--- src/rtl/etroc_tdc_pkg.sv ---
// etroc_tdc_pkg: shared default widths, field result types and the ones-count width helper
// for the ETROC TDC encoder.
package etroc_tdc_pkg;

    localparam int unsigned FINE_W_DEF     = 63;
    localparam int unsigned TOT_FINE_W_DEF = 31;
    localparam int unsigned CNT_W_DEF      = 3;
    localparam int unsigned CODE_W_DEF     = 10;
    localparam int unsigned TOT_CODE_W_DEF = 9;
    localparam int unsigned HIT_CNT_W      = 16;

    // Width needed to hold a popcount of 0..width.
    function automatic int unsigned ones_w(input int unsigned width);
        return $clog2(width + 1);
    endfunction

    typedef struct packed {
        logic [CODE_W_DEF-1:0] code;
        logic                  err;
    } tdc_field_t;

    typedef struct packed {
        logic [TOT_CODE_W_DEF-1:0] code;
        logic                      err;
    } tdc_tot_field_t;

endpackage

--- src/rtl/etroc_tdc_field_enc.sv ---
// etroc_tdc_field_enc: one TDC field (TOA, TOT or Cal). S2 registers popcount and bubble flag,
// S3 registers the coarse-merged code and the field error flag.
module etroc_tdc_field_enc
    import etroc_tdc_pkg::*;
#(
    parameter int unsigned FINE_W = FINE_W_DEF,
    parameter int unsigned CNT_W  = CNT_W_DEF,
    parameter int unsigned CODE_W = CODE_W_DEF
) (
    input  logic              clk40,
    input  logic              reset,
    input  logic              s1_valid,
    input  logic              s2_valid,
    input  logic [FINE_W-1:0] raw,
    input  logic [CNT_W-1:0]  cnt_a,
    input  logic [CNT_W-1:0]  cnt_b,
    input  logic              sel_raw,
    output logic [CODE_W-1:0] code_nxt,
    output logic              err_nxt,
    output logic [CODE_W-1:0] code,
    output logic              err
);

    localparam int unsigned       OW   = ones_w(FINE_W);
    localparam logic [OW-1:0]     HALF = OW'(FINE_W / 2);

    logic [OW-1:0]     ones_d, ones_q;
    logic              bubble_d, bubble_q;
    logic [CNT_W-1:0]  cnt_a_d, cnt_a_q;
    logic [CNT_W-1:0]  cnt_b_d, cnt_b_q;
    logic [CODE_W-1:0] code_d, code_q;
    logic              err_d, err_q;
    logic [CNT_W-1:0]  coarse;
    logic [CNT_W-1:0]  cnt_diff;

    // S2: popcount and bubble detection (a 1 directly above a 0).
    always_comb begin
        ones_d   = ones_q;
        bubble_d = bubble_q;
        cnt_a_d  = cnt_a_q;
        cnt_b_d  = cnt_b_q;
        if (s1_valid) begin
            ones_d = '0;
            for (int unsigned i = 0; i < FINE_W; i++) begin
                ones_d = ones_d + OW'(raw[i]);
            end
            bubble_d = |(raw[FINE_W-1:1] & ~raw[FINE_W-2:0]);
            cnt_a_d  = cnt_a;
            cnt_b_d  = cnt_b;
        end
    end

    // S3: short fine values pair with counter B, long ones with counter A.
    always_comb begin
        coarse   = (ones_q < HALF) ? cnt_b_q : cnt_a_q;
        cnt_diff = cnt_a_q - cnt_b_q;
        code_nxt = sel_raw ? CODE_W'(ones_q)
                           : CODE_W'(32'(coarse) * FINE_W + 32'(ones_q));
        err_nxt  = bubble_q || ((cnt_diff != '0) && (cnt_diff != CNT_W'(1)));
        code_d   = s2_valid ? code_nxt : code_q;
        err_d    = s2_valid ? err_nxt : err_q;
    end

    always_ff @(posedge clk40 or posedge reset) begin
        if (reset) begin
            ones_q   <= '0;
            bubble_q <= 1'b0;
            cnt_a_q  <= '0;
            cnt_b_q  <= '0;
            code_q   <= '0;
            err_q    <= 1'b0;
        end else begin
            ones_q   <= ones_d;
            bubble_q <= bubble_d;
            cnt_a_q  <= cnt_a_d;
            cnt_b_q  <= cnt_b_d;
            code_q   <= code_d;
            err_q    <= err_d;
        end
    end

    assign code = code_q;
    assign err  = err_q;

endmodule

--- src/rtl/etroc_tdc_encoder_p.sv ---
// etroc_tdc_encoder_p: 3-stage TDC code encoder (TOA/TOT/Cal) with TOA hit window and hit counter.
// Optional raw-word monitor outputs are built when ETROC_TDC_RAWMON_EN is defined.
module etroc_tdc_encoder_p
    import etroc_tdc_pkg::*;
#(
    parameter int unsigned FINE_W     = FINE_W_DEF,
    parameter int unsigned TOT_FINE_W = TOT_FINE_W_DEF,
    parameter int unsigned CNT_W      = CNT_W_DEF,
    parameter int unsigned CODE_W     = CODE_W_DEF,
    parameter int unsigned TOT_CODE_W = TOT_CODE_W_DEF
) (
    input  logic                  clk40,
    input  logic                  reset,
    input  logic                  in_valid,
    input  logic [FINE_W-1:0]     toa_raw,
    input  logic [FINE_W-1:0]     cal_raw,
    input  logic [TOT_FINE_W-1:0] tot_raw,
    input  logic [CNT_W-1:0]      toa_cnt_a,
    input  logic [CNT_W-1:0]      toa_cnt_b,
    input  logic [CNT_W-1:0]      tot_cnt_a,
    input  logic [CNT_W-1:0]      tot_cnt_b,
    input  logic [CNT_W-1:0]      cal_cnt_a,
    input  logic [CNT_W-1:0]      cal_cnt_b,
    input  logic                  sel_raw,
    input  logic [CODE_W-1:0]     win_lo,
    input  logic [CODE_W-1:0]     win_hi,
    input  logic                  clr_count,
`ifdef ETROC_TDC_RAWMON_EN
    input  logic                  enable_mon,
    output logic [FINE_W-1:0]     toa_raw_mon,
    output logic [FINE_W-1:0]     cal_raw_mon,
    output logic [TOT_FINE_W-1:0] tot_raw_mon,
`endif
    output logic                  out_valid,
    output logic [CODE_W-1:0]     toa_code,
    output logic [CODE_W-1:0]     cal_code,
    output logic [TOT_CODE_W-1:0] tot_code,
    output logic                  toa_err,
    output logic                  tot_err,
    output logic                  cal_err,
    output logic                  hit_flag,
    output logic [HIT_CNT_W-1:0]  hit_count
);

    typedef struct packed {
        logic [FINE_W-1:0]     toa;
        logic [FINE_W-1:0]     cal;
        logic [TOT_FINE_W-1:0] tot;
        logic [CNT_W-1:0]      toa_a;
        logic [CNT_W-1:0]      toa_b;
        logic [CNT_W-1:0]      tot_a;
        logic [CNT_W-1:0]      tot_b;
        logic [CNT_W-1:0]      cal_a;
        logic [CNT_W-1:0]      cal_b;
    } s1_t;

    s1_t                    s1_d, s1_q;
    logic                   s1_valid_d, s1_valid_q;
    logic                   s2_valid_d, s2_valid_q;
    logic                   out_valid_d, out_valid_q;
    logic                   hit_d, hit_q;
    logic [HIT_CNT_W-1:0]   hit_count_d, hit_count_q;
    logic [CODE_W-1:0]      toa_code_nxt;
    logic                   toa_err_nxt;
    logic [TOT_CODE_W-1:0]  tot_code_nxt_unused;
    logic                   tot_err_nxt_unused;
    logic [CODE_W-1:0]      cal_code_nxt_unused;
    logic                   cal_err_nxt_unused;

    // S1 capture and valid pipeline.
    always_comb begin
        s1_d = s1_q;
        if (in_valid) begin
            s1_d.toa   = toa_raw;
            s1_d.cal   = cal_raw;
            s1_d.tot   = tot_raw;
            s1_d.toa_a = toa_cnt_a;
            s1_d.toa_b = toa_cnt_b;
            s1_d.tot_a = tot_cnt_a;
            s1_d.tot_b = tot_cnt_b;
            s1_d.cal_a = cal_cnt_a;
            s1_d.cal_b = cal_cnt_b;
        end
        s1_valid_d  = in_valid;
        s2_valid_d  = s1_valid_q;
        out_valid_d = s2_valid_q;
    end

    etroc_tdc_field_enc #(.FINE_W(FINE_W), .CNT_W(CNT_W), .CODE_W(CODE_W)) u_toa (
        .clk40    (clk40),
        .reset    (reset),
        .s1_valid (s1_valid_q),
        .s2_valid (s2_valid_q),
        .raw      (s1_q.toa),
        .cnt_a    (s1_q.toa_a),
        .cnt_b    (s1_q.toa_b),
        .sel_raw  (sel_raw),
        .code_nxt (toa_code_nxt),
        .err_nxt  (toa_err_nxt),
        .code     (toa_code),
        .err      (toa_err)
    );

    etroc_tdc_field_enc #(.FINE_W(TOT_FINE_W), .CNT_W(CNT_W), .CODE_W(TOT_CODE_W)) u_tot (
        .clk40    (clk40),
        .reset    (reset),
        .s1_valid (s1_valid_q),
        .s2_valid (s2_valid_q),
        .raw      (s1_q.tot),
        .cnt_a    (s1_q.tot_a),
        .cnt_b    (s1_q.tot_b),
        .sel_raw  (sel_raw),
        .code_nxt (tot_code_nxt_unused),
        .err_nxt  (tot_err_nxt_unused),
        .code     (tot_code),
        .err      (tot_err)
    );

    etroc_tdc_field_enc #(.FINE_W(FINE_W), .CNT_W(CNT_W), .CODE_W(CODE_W)) u_cal (
        .clk40    (clk40),
        .reset    (reset),
        .s1_valid (s1_valid_q),
        .s2_valid (s2_valid_q),
        .raw      (s1_q.cal),
        .cnt_a    (s1_q.cal_a),
        .cnt_b    (s1_q.cal_b),
        .sel_raw  (sel_raw),
        .code_nxt (cal_code_nxt_unused),
        .err_nxt  (cal_err_nxt_unused),
        .code     (cal_code),
        .err      (cal_err)
    );

    // Window compare uses the S3 next-state TOA code so hit_flag lines up with out_valid.
    always_comb begin
        hit_d = s2_valid_q && !toa_err_nxt
                && (win_lo <= toa_code_nxt) && (toa_code_nxt <= win_hi);
        hit_count_d = hit_count_q;
        if (clr_count) begin
            hit_count_d = hit_d ? HIT_CNT_W'(1) : '0;
        end else if (hit_d && (hit_count_q != '1)) begin
            hit_count_d = hit_count_q + HIT_CNT_W'(1);
        end
    end

    always_ff @(posedge clk40 or posedge reset) begin
        if (reset) begin
            s1_q        <= '0;
            s1_valid_q  <= 1'b0;
            s2_valid_q  <= 1'b0;
            out_valid_q <= 1'b0;
            hit_q       <= 1'b0;
            hit_count_q <= '0;
        end else begin
            s1_q        <= s1_d;
            s1_valid_q  <= s1_valid_d;
            s2_valid_q  <= s2_valid_d;
            out_valid_q <= out_valid_d;
            hit_q       <= hit_d;
            hit_count_q <= hit_count_d;
        end
    end

    assign out_valid = out_valid_q;
    assign hit_flag  = hit_q;
    assign hit_count = hit_count_q;

`ifdef ETROC_TDC_RAWMON_EN
    logic [FINE_W-1:0]     toa_s2_d, toa_s2_q, toa_mon_d, toa_mon_q;
    logic [FINE_W-1:0]     cal_s2_d, cal_s2_q, cal_mon_d, cal_mon_q;
    logic [TOT_FINE_W-1:0] tot_s2_d, tot_s2_q, tot_mon_d, tot_mon_q;

    // Raw words trail the field pipeline by one stage so the monitor sees the S3 hit.
    always_comb begin
        toa_s2_d  = s1_valid_q ? s1_q.toa : toa_s2_q;
        cal_s2_d  = s1_valid_q ? s1_q.cal : cal_s2_q;
        tot_s2_d  = s1_valid_q ? s1_q.tot : tot_s2_q;
        toa_mon_d = toa_mon_q;
        cal_mon_d = cal_mon_q;
        tot_mon_d = tot_mon_q;
        if (s2_valid_q && enable_mon) begin
            toa_mon_d = toa_s2_q;
            cal_mon_d = cal_s2_q;
            tot_mon_d = tot_s2_q;
        end
    end

    always_ff @(posedge clk40 or posedge reset) begin
        if (reset) begin
            toa_s2_q  <= '0;
            cal_s2_q  <= '0;
            tot_s2_q  <= '0;
            toa_mon_q <= '0;
            cal_mon_q <= '0;
            tot_mon_q <= '0;
        end else begin
            toa_s2_q  <= toa_s2_d;
            cal_s2_q  <= cal_s2_d;
            tot_s2_q  <= tot_s2_d;
            toa_mon_q <= toa_mon_d;
            cal_mon_q <= cal_mon_d;
            tot_mon_q <= tot_mon_d;
        end
    end

    assign toa_raw_mon = toa_mon_q;
    assign cal_raw_mon = cal_mon_q;
    assign tot_raw_mon = tot_mon_q;
`endif

endmodule

--- config.mk ---
export PLATFORM = sky130hd
export DESIGN_NAME = etroc_tdc_encoder_p
export DESIGN_NICKNAME = d
export VERILOG_FILES = /design/src/rtl/etroc_tdc_pkg.sv /design/src/rtl/etroc_tdc_field_enc.sv /design/src/rtl/etroc_tdc_encoder_p.sv
export SDC_FILE = /design/constraint.sdc
export NUM_CORES = 1
export LEC_CHECK = 0
export CELL_PAD_IN_SITES_DETAIL_PLACEMENT = 1
export CELL_PAD_IN_SITES_GLOBAL_PLACEMENT = 2
export CORE_MARGIN = 5
export CORE_UTILIZATION = 36
export DETAILED_ROUTE_END_ITERATION = 10
export PLACE_DENSITY_LB_ADDON = 0.12
export RECOVER_POWER = 100
export SETUP_SLACK_MARGIN = 0.2
export SLEW_MARGIN = 20
export SYNTH_ARGS = -nofsm -noshare
export SYNTH_HDL_FRONTEND = slang
export SYNTH_SLANG_ARGS = --single-unit
--- constraint.sdc ---
create_clock -name clk40 -period 13.2 [get_ports clk40]
set_input_delay 3.3 -clock clk40 [delete_from_list [all_inputs] [get_ports clk40]]
set_output_delay 3.3 -clock clk40 [all_outputs]
set_load 0.005 [all_outputs]
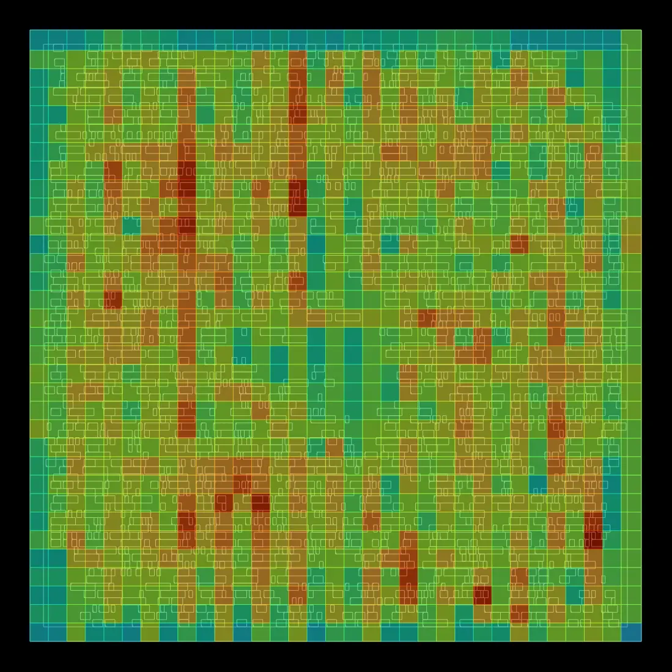
Run 1: track usage over the die
Total GRT Usage: 18.4%
final design utilization: 45.0%
wire per inst: 18.8 microns

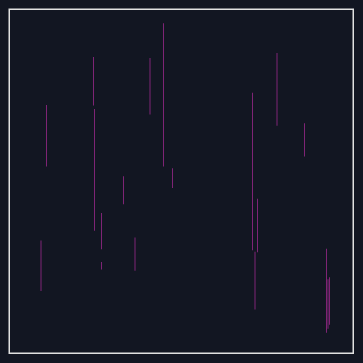
Run 1: signal wires on met4
Scale: 1.5 px per micron.
main direction: vertical
wire length on this layer: 769 microns
longest straight run: 105 microns

==> qor.json, run 1 <==
{
  "outcome": {
    "outcome": "finished with violations",
    "failed_checks": "max-capacitance violations, max-slew violations"
  },
  "flow_run": {
    "max_cap_viol_count": 5
  },
  "setup_path": {
    "cp_num_buf_inv": 3,
    "crit_chain": "clkbuf_1 > buf_4 > buf_4 > mux2_2",
    "worstSetupPathType": "input pin to flop",
    "crit_path_dat_ns": 9.09
  },
  "final_timing": {
    "setup_viol": 0,
    "slew_violations": 351,
    "timing.slew.headroom_pct": -291,
    "rsz0062_at_grt": "false",
    "final.setup.tns_ns": 0
  },
  "clocking": {
    "ctsHoldBuffers": 0,
    "postCtsSetupBuffers": 0,
    "cts_made_buffers": 34
  },
  "logic_synthesis": {
    "ys_cells": 1627,
    "ys.flops": 265,
    "synth_cell_type_count": 62,
    "count_of_mapped_cells_out_of_synthesis": 1627,
    "yosysSeqAreaShare_pct": 38.6,
    "post_synth_instance_area_sq_um": 17200,
    "post_synth.cell_area_avg_sq_um": 10.5
  },
  "floorplan": {
    "std_cell_rows": 80,
    "fp.dieH_microns": 228,
    "die_area_sq_um": 52100
  },
  "finish": {
    "layout_top_cell_excl_fill_tap": "inv_1",
    "synthToLayoutAreaGrowth_pct": 24.5,
    "final_cell_mix": "inv_1, dfrtp_1, clkdlybuf4s50_1, fa_1, nand2_1"
  },
  "hold_path": {
    "hold_path_class": "flop to flop",
    "min-delay-start": "u_tot.code[8]",
    "hold_path_end": "u_tot.code[8]"
  },
  "place": {
    "dp_hpwl_microns": 37300,
    "placed_area_sq_um": 20300
  },
  "route": {
    "wl_microns": 47200,
    "routed_via_density": 4.90
  },
  "grt": {
    "grt_start_max_net_pins": 141,
    "grt-ovfl-total": 0
  }
}
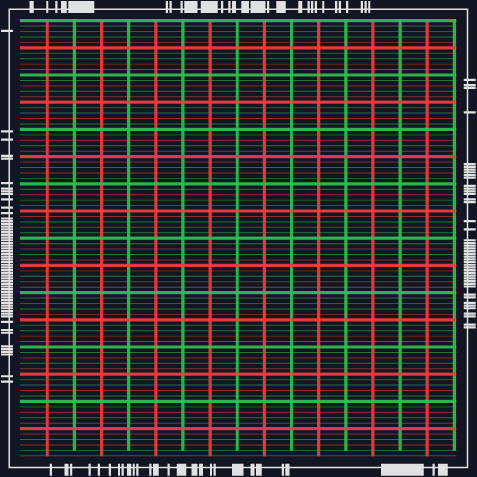
Run 1: floorplan with the power grid
Scale: 2 px per micron. Pins as bars on the die edge.
[VDD] green
[VSS] red
signal pins: 250
met1 rails: 81
rows: 80

==> run 1: worst reg2reg max path, delay by kind of cell, from the launching register on <==
family / cells / cell delay, ns
AND/OR/NAND/NOR: 5 / 0.80
flip-flops: 1 / 0.40
buffers and inverters: 5 / 1.11
multiplexers: 1 / 0.30
AND-OR/OR-AND: 9 / 2.78
adder cells (fa/ha/maj): 4 / 1.90
==> run 1: per-stage QoR <==
step / cells / worst slack (ns) / hold slack, ns
floorplan: 1627 / 2.60 / 0.352
CTS: 2505 / 6.18 / 0.504
global placement: 2447 / 6.18 / 0.467
global route: 2506 / 3.83 / 0.514
detailed placement: 2447 / 6.04 / 0.486
finish: 2507 / 4.52 / 0.494
==> run 1: cell families after synthesis <==
| kind of cell | Yosys count | share of synthesized area (%) |
|---|---|---|
| XOR/XNOR | 33 | 1.68 |
| buffers and inverters | 338 | 7.46 |
| flip-flops | 265 | 38.6 |
| adder cells (fa/ha/maj) | 252 | 25.0 |
| AND/OR/NAND/NOR | 298 | 7.81 |
| AND-OR/OR-AND | 303 | 10.4 |
| multiplexers | 138 | 8.94 |
==> run 1: layout make-up <==
cell class	instances	area, sq um	area share, %
Timing Repair Buffer	256	2540	11.9
Antenna cell	1	2.50	0.0117
Tap cell	615	769	3.60
Clock inverter	5	78.8	0.369
Inverter	288	1080	5.07
Multi-Input combinational cell	1024	9240	43.3
Clock buffer	53	1020	4.79
Sequential cell	265	6630	31.0
==> run 1: registers in the layout, indices dropped and copies added (netlist names), 5 cells and up <==
| register | cells |
|---|---|
| u_cal.code | 10 |
| u_tot.ones_q | 5 |
| u_toa.ones_q | 6 |
| hit_count | 16 |
| u_cal.ones_q | 6 |
| s1_q | 175 |
| u_tot.code | 9 |
| u_toa.code | 10 |
==> run 1: routing by layer <==
metal  vias to the layer above  GRT usage, %  part of all wire (%)
li1                       5809             -                     -
met1                      6218          25.5                    46
met2                       211          30.3                    48
met3                        51          3.47                   4.6
met4                         4          3.93                   1.6
met5                         -             0                 0.072
==> run 1: synth_stat cells, types with 10 or more instances <==
master	instances	share of area (%)
inv_1	287	6.3
dfrtp_1	265	39
fa_1	152	18
nand2_1	151	3.3
o21ai_0	145	4.2
mux2_2	119	7.8
ha_1	100	7.3
a21oi_1	73	2.1
nor2_1	66	1.4
clkbuf_1	40	0.87
xnor2_1	29	1.5
a21o_1	17	0.74
mux2i_1	15	0.87
nand4_1	15	0.55
nor4_1	10	0.36
==> run 1: how the worst max path moves through the flow <==
stage | start | to | slack (ns) | depth (start not counted)
final | in_valid | s1_q[52] | 4.52 | 4
after global routing | in_valid | s1_q[23] | 3.83 | 5
after CTS | u_toa.ones_q[1] | hit_count[11] | 6.18 | 22
after detailed placement | sel_raw | hit_count[12] | 6.04 | 13
after global placement | sel_raw | hit_count[13] | 6.18 | 12
after floorplan | reset | hit_count[0] | 2.60 | 1
Run 1, routed clock nets over the placement:
Scale: 2 px per micron.
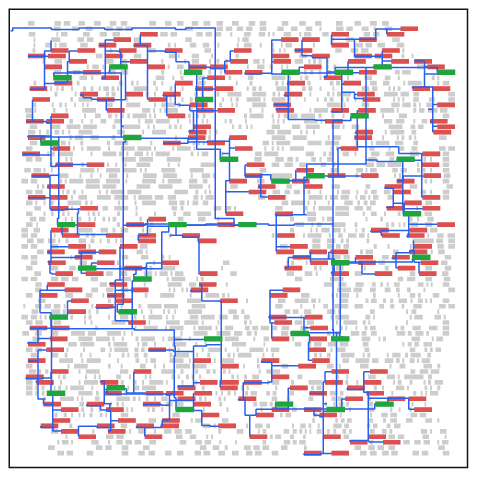

--- run 2 (diff from run 1) ---
--- a/config.mk
+++ b/config.mk
@@ -8,7 +8,7 @@
 export CELL_PAD_IN_SITES_DETAIL_PLACEMENT = 1
 export CELL_PAD_IN_SITES_GLOBAL_PLACEMENT = 2
 export CORE_MARGIN = 5
-export CORE_UTILIZATION = 36
+export CORE_UTILIZATION = 32
 export DETAILED_ROUTE_END_ITERATION = 10
 export PLACE_DENSITY_LB_ADDON = 0.12
 export RECOVER_POWER = 100
==> constraint.sdc (replaced) <==
create_clock -name clk40 -period 7.5 [get_ports clk40]
set_input_delay 1.875 -clock clk40 [delete_from_list [all_inputs] [get_ports clk40]]
set_output_delay 1.875 -clock clk40 [all_outputs]
set_load 0.005 [all_outputs]
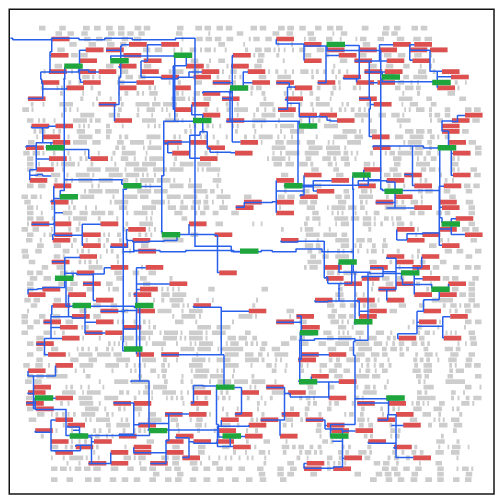
Run 2: routed clock nets over the placement
Scale: 2 px per micron.
[clock wires] blue | length: 4490 microns
[flip-flops] red | count: 265
[clock-net drivers] green | count: 36
routed clock nets: 37
flops lie: widely spread

==> run 2 against run 1 <==
Net effect:
- setup slack worse by 3.9 ns
- critical endpoint is now hit_count[9]
- cell area up 1.1%
- critical path type is now flop to flop
- first-iteration DRC count up 12%
- the flow still finishes with violations (max-capacitance violations, max-slew violations)
==> qor.json, run 2 <==
{
  "place": {
    "placed_area": {"value": 20400, "unit": "sq um", "change": "+0.53%"},
    "place_ws": {"value": 0.448, "unit": "ns", "change": "-5.59 ns"}
  },
  "outcome": {
    "outcome": "finished with violations",
    "failed_checks": "max-capacitance violations, max-slew violations"
  },
  "finish": {
    "layout_top_cell_excl_fill_tap": "inv_1",
    "post_layout_nonfiller_instances": {"value": 2584, "change": "+3.1%"},
    "final_cell_mix": "inv_1, dfrtp_1, clkdlybuf4s50_1, fa_1, nand2_1",
    "final_design_utilization": {"value": 40.8, "unit": "%", "change": "-4.2 points"},
    "largest_register_ffs": {"value": 175, "change": "unchanged"},
    "antenna_cells": {"value": 0, "change": "-1"},
    "synthToLayoutAreaGrowth_pct": 25.8
  },
  "hold_path": {
    "hold_path_class": "flop to flop"
  },
  "logic_synthesis": {
    "synthMostInstantiatedCell": "inv_1",
    "synth_top_cell_by_area": "dfrtp_1",
    "synth_cell_type_count": {"value": 62, "change": "unchanged"},
    "ys_cells": {"value": 1627, "change": "unchanged"},
    "netlist.area_leader.share": {"value": 38.6, "unit": "%", "change": "unchanged"},
    "ys.flops": {"value": 265, "change": "unchanged"},
    "synth.area.top_cells": "dfrtp_1, fa_1, mux2_2"
  },
  "setup_path": {
    "crit_path_end": "hit_count[9]",
    "worst_setup_path_startpoint": "u_toa.ones_q[1]"
  },
  "final_timing": {
    "fin_hold_ws": {"value": 0.484, "unit": "ns", "change": "-0.00969 ns"},
    "slew_violations": {"value": 426, "change": "+21%"},
    "setup_viol": {"value": 0, "change": "unchanged"},
    "rsz0062_at_grt": "false",
    "final.setup.tns": {"value": 0, "unit": "ns", "change": "unchanged"}
  },
  "clocking": {
    "postCtsSetupBuffers": {"value": 0, "change": "unchanged"},
    "cts_made_buffers": {"value": 36, "change": "+5.9%"},
    "ctsHoldBuffers": {"value": 0, "change": "unchanged"}
  },
  "grt": {
    "grt-ovfl-total": {"value": 0, "change": "unchanged"}
  },
  "route": {
    "wire_per_inst": {"value": 18.9, "unit": "microns", "change": "+0.23%"}
  },
  "flow_run": {
    "max_cap_viol_count": {"value": 6, "change": "+1"}
  },
  "floorplan": {
    "fp.dieH": {"value": 242, "unit": "microns", "change": "+5.8%"}
  }
}
## run 2: layer usage
layer	wire length [microns]	up-vias	GRT usage, %
met4	900	6	3.54
met2	22800	211	27.5
li1	-	5828	-
met5	48	-	0
met1	23100	6181	23.4
met3	2040	61	3.19
## run 2: logic make-up after synthesis
group	Yosys count	synth area share (%)
muxes	138	8.94
and+or+nand+nor	298	7.81
AOI/OAI and AO/OA	303	10.4
xor gates and xnor gates	33	1.68
DFF	265	38.6
adders and majority gates	252	25.0
buffers and inverters	338	7.46
## run 2: worst max-delay path, stage by stage (launching register included)
cell and delay (ns):
dfrtp_1 0.41, and3_1 0.18, a31oi_1 0.43, mux2_1 0.31
inv_1 0.11, fa_1 0.69, inv_1 0.10, fa_1 0.51
inv_1 0.07, ha_1 0.30, a21o_1 0.18, a21oi_1 0.22
o21bai_1 0.12, a2111oi_1 0.51, nor3_1 0.15, or3_1 0.37
ha_1 0.31, nand4_1 0.11, a211oi_1 0.07, a2111oi_2 0.46
o221ai_4 0.35, nor4b_1 0.43, mux2_1 0.36
## run 2: final cells by class
type / instances / area [sq um]
fillers: 5855 / 31300
clock buffers: 45 / 996
multi-input cells: 1024 / 9260
flip-flops and latches: 265 / 6630
repair buffers: 256 / 2530
clock inverters: 18 / 225
well taps: 688 / 861
inverters: 288 / 1080
## run 2: worst min-delay path by stage
stage	slack [ns]	from	cells past startpoint	endpoint
after detailed placement	0.48	u_cal.code[6]	1	u_cal.code[6]
after global placement	0.48	u_cal.code[6]	1	u_cal.code[6]
after CTS	0.49	u_cal.code[6]	1	u_cal.code[6]
after floorplan	0.35	s1_valid_q	0	out_valid_d
after global routing	0.51	u_cal.code[9]	1	u_cal.code[9]
final	0.48	u_cal.code[6]	1	u_cal.code[6]
## run 2: repair_timing
| action | in CTS | in global routing |
|---|---|---|
| setup endpoints to repair | 0 | 16 |
| endpoints found under the hold margin | 0 | 0 |
| gates resized | 0 | 2 |
Run 2, signal wires on met4:
Scale: 1.5 px per micron.
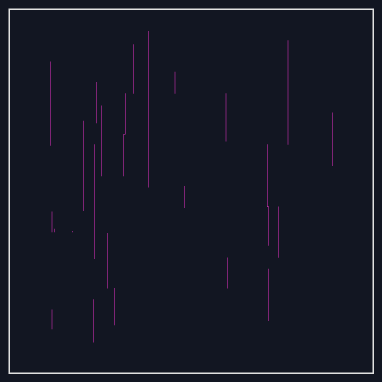

--- run 3 (diff from run 2) ---
--- a/config.mk
+++ b/config.mk
@@ -12,6 +12,7 @@
 export DETAILED_ROUTE_END_ITERATION = 10
 export PLACE_DENSITY_LB_ADDON = 0.12
 export RECOVER_POWER = 100
+export REMOVE_ABC_BUFFERS = 1
 export SETUP_SLACK_MARGIN = 0.2
 export SLEW_MARGIN = 20
 export SYNTH_ARGS = -nofsm -noshare
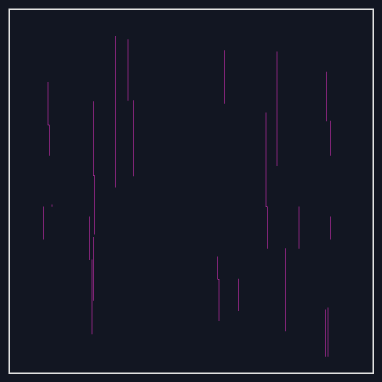
Run 3: signal wires on met4
Scale: 1.5 px per micron.
wire length on this layer: 960 microns
longest straight run: 101 microns
main direction: vertical
share of all routed wire: 2.0%
nets with wire on the layer: 12

==> run 3 against run 2 <==
Net effect:
- the run still ends with max-capacitance violations, max-slew violations left
- area after synthesis unchanged
- global-route usage down 0.17 points
- first-iteration DRC count down 18%
- clock skew down 0.013 ns
- routed wire length down 2.3%
- die area unchanged
- via count down 0.93%
- sequential cell count unchanged
- largest cell class unchanged
==> qor.json, run 3 <==
{
  "flow_run": {
    "max_cap_viol_count": {"value": 7, "change": "+1"}
  },
  "setup_path": {
    "cpMostUsedCell": "inv_1",
    "cell_at_the_slowest_stage_of_the_critical_path": "fa_1",
    "worst_setup_path_startpoint": "u_toa.ones_q[1]",
    "cp_num_buf_inv": {"value": 4, "change": "+1"}
  },
  "outcome": {
    "failed_checks": "max-capacitance violations, max-slew violations",
    "outcome": "finished with violations"
  },
  "hold_path": {
    "hold_path_class": "flop to flop",
    "hold_path_depth": {"value": 1, "change": "unchanged"},
    "hold_path_end": "u_cal.code[9]",
    "min-delay-start": "u_cal.code[9]"
  },
  "finish": {
    "fillCellCount": {"value": 5804, "change": "-0.87%"},
    "largest_register_ffs": {"value": 175, "change": "unchanged"},
    "synthToLayoutAreaGrowth_pct": 25.3,
    "final_design_utilization": {"value": 40.7, "unit": "%", "change": "-0.15 points"}
  },
  "logic_synthesis": {
    "synthSimpleGateAreaFrac": {"value": 7.81, "unit": "%", "change": "unchanged"},
    "synthMostInstantiatedCell": "inv_1",
    "synth_cell_type_count": {"value": 62, "change": "unchanged"},
    "synth_top_cell_by_area": "dfrtp_1",
    "mux_share": {"value": 8.94, "unit": "%", "change": "unchanged"},
    "synth-adder-area-share": {"value": 25.0, "unit": "%", "change": "unchanged"},
    "ys_cells": {"value": 1627, "change": "unchanged"},
    "synth.area.top_cells": "dfrtp_1, fa_1, mux2_2",
    "netlist.area_leader.share": {"value": 38.6, "unit": "%", "change": "unchanged"}
  },
  "route": {
    "wire_per_inst": {"value": 18.5, "unit": "microns", "change": "-2.3%"}
  },
  "floorplan": {
    "fp.dieH": {"value": 242, "unit": "microns", "change": "unchanged"}
  },
  "final_timing": {
    "setup_viol": {"value": 0, "change": "unchanged"},
    "slew_violations": {"value": 517, "change": "+21%"},
    "rsz0062_at_grt": "false",
    "final.setup.tns": {"value": 0, "unit": "ns", "change": "unchanged"}
  },
  "place": {
    "placed_area": {"value": 20400, "unit": "sq um", "change": "about the same"}
  },
  "clocking": {
    "postCtsSetupBuffers": {"value": 0, "change": "unchanged"},
    "cts_made_buffers": {"value": 36, "change": "unchanged"}
  }
}
-- run 3: worst max-delay path by stage --
stage	end	depth (start not counted)
after floorplan	hit_count[0]	1
after global placement	hit_count[7]	22
after detailed placement	hit_count[11]	23
after CTS	hit_count[11]	23
after global routing	hit_count[9]	23
final	hit_count[9]	23
-- run 3: logic make-up after synthesis --
logic type,Yosys count
AND-OR/OR-AND,303
buffers and inverters,338
XOR/XNOR,33
flip-flops,265
multiplexers,138
adder cells (fa/ha/maj),252
AND/OR/NAND/NOR,298
-- run 3: what timing repair did --
item,in CTS,in global routing
gates resized,0,1
setup endpoints to repair,0,10
hold buffers,0,0
-- run 3: layout make-up --
cell class	instances	area (sq um)	share of cell area, %
clock buffers	47	1000	4.66
well taps	688	861	4.00
clock inverters	15	148	0.686
repair buffers	256	2540	11.8
flip-flops and latches	265	6630	30.8
inverters	288	1080	5.03
multi-input cells	1024	9240	43.0
-- run 3: per-stage QoR --
| stage | instances | hold WS [ns] | worst slack [ns] |
|---|---|---|---|
| after global placement | 2520 | 0.469 | 0.625 |
| final | 2583 | 0.486 | 0.730 |
| after CTS | 2583 | 0.495 | 0.612 |
| after floorplan | 1577 | 0.449 | -1.67 |
| after detailed placement | 2521 | 0.478 | 0.625 |
| after global routing | 2583 | 0.512 | 0.163 |
-- run 3: routing by layer --
| layer | track usage, % | routed length [microns] | share of wire, % | vias to the layer above |
|---|---|---|---|---|
| met5 | 0 | 13 | 0.027 | - |
| met4 | 4.16 | 959 | 2.0 | 2 |
| met3 | 2.99 | 1670 | 3.5 | 55 |
| met2 | 28.1 | 23100 | 48 | 174 |
| met1 | 22.2 | 22000 | 46 | 6123 |
| li1 | - | - | - | 5819 |

==> notes/layouts.md <==
Pictures saved along the way, in no particular order.

Cell density map.
panel A
Scale: 1 px per micron. The die is cut into 24 by 24 equal tiles; white is low, dark blue is high, 0 to 100% covered.
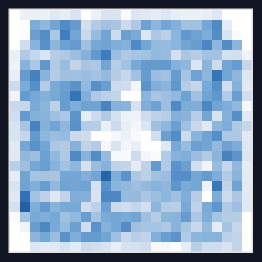
panel B
Scale: 1 px per micron. The die is cut into 23 by 23 equal tiles; white is low, dark blue is high, 0 to 100% covered.
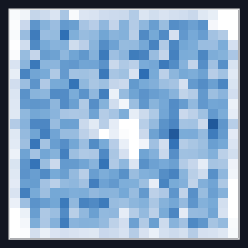
Run 1 is panel B.
Run 2 is panel A.

Key to panel B:
fullest tile: 84%
tiles over 75% full: 0.40%
mean over tiles: 40%
nearly empty tiles: 3.8%

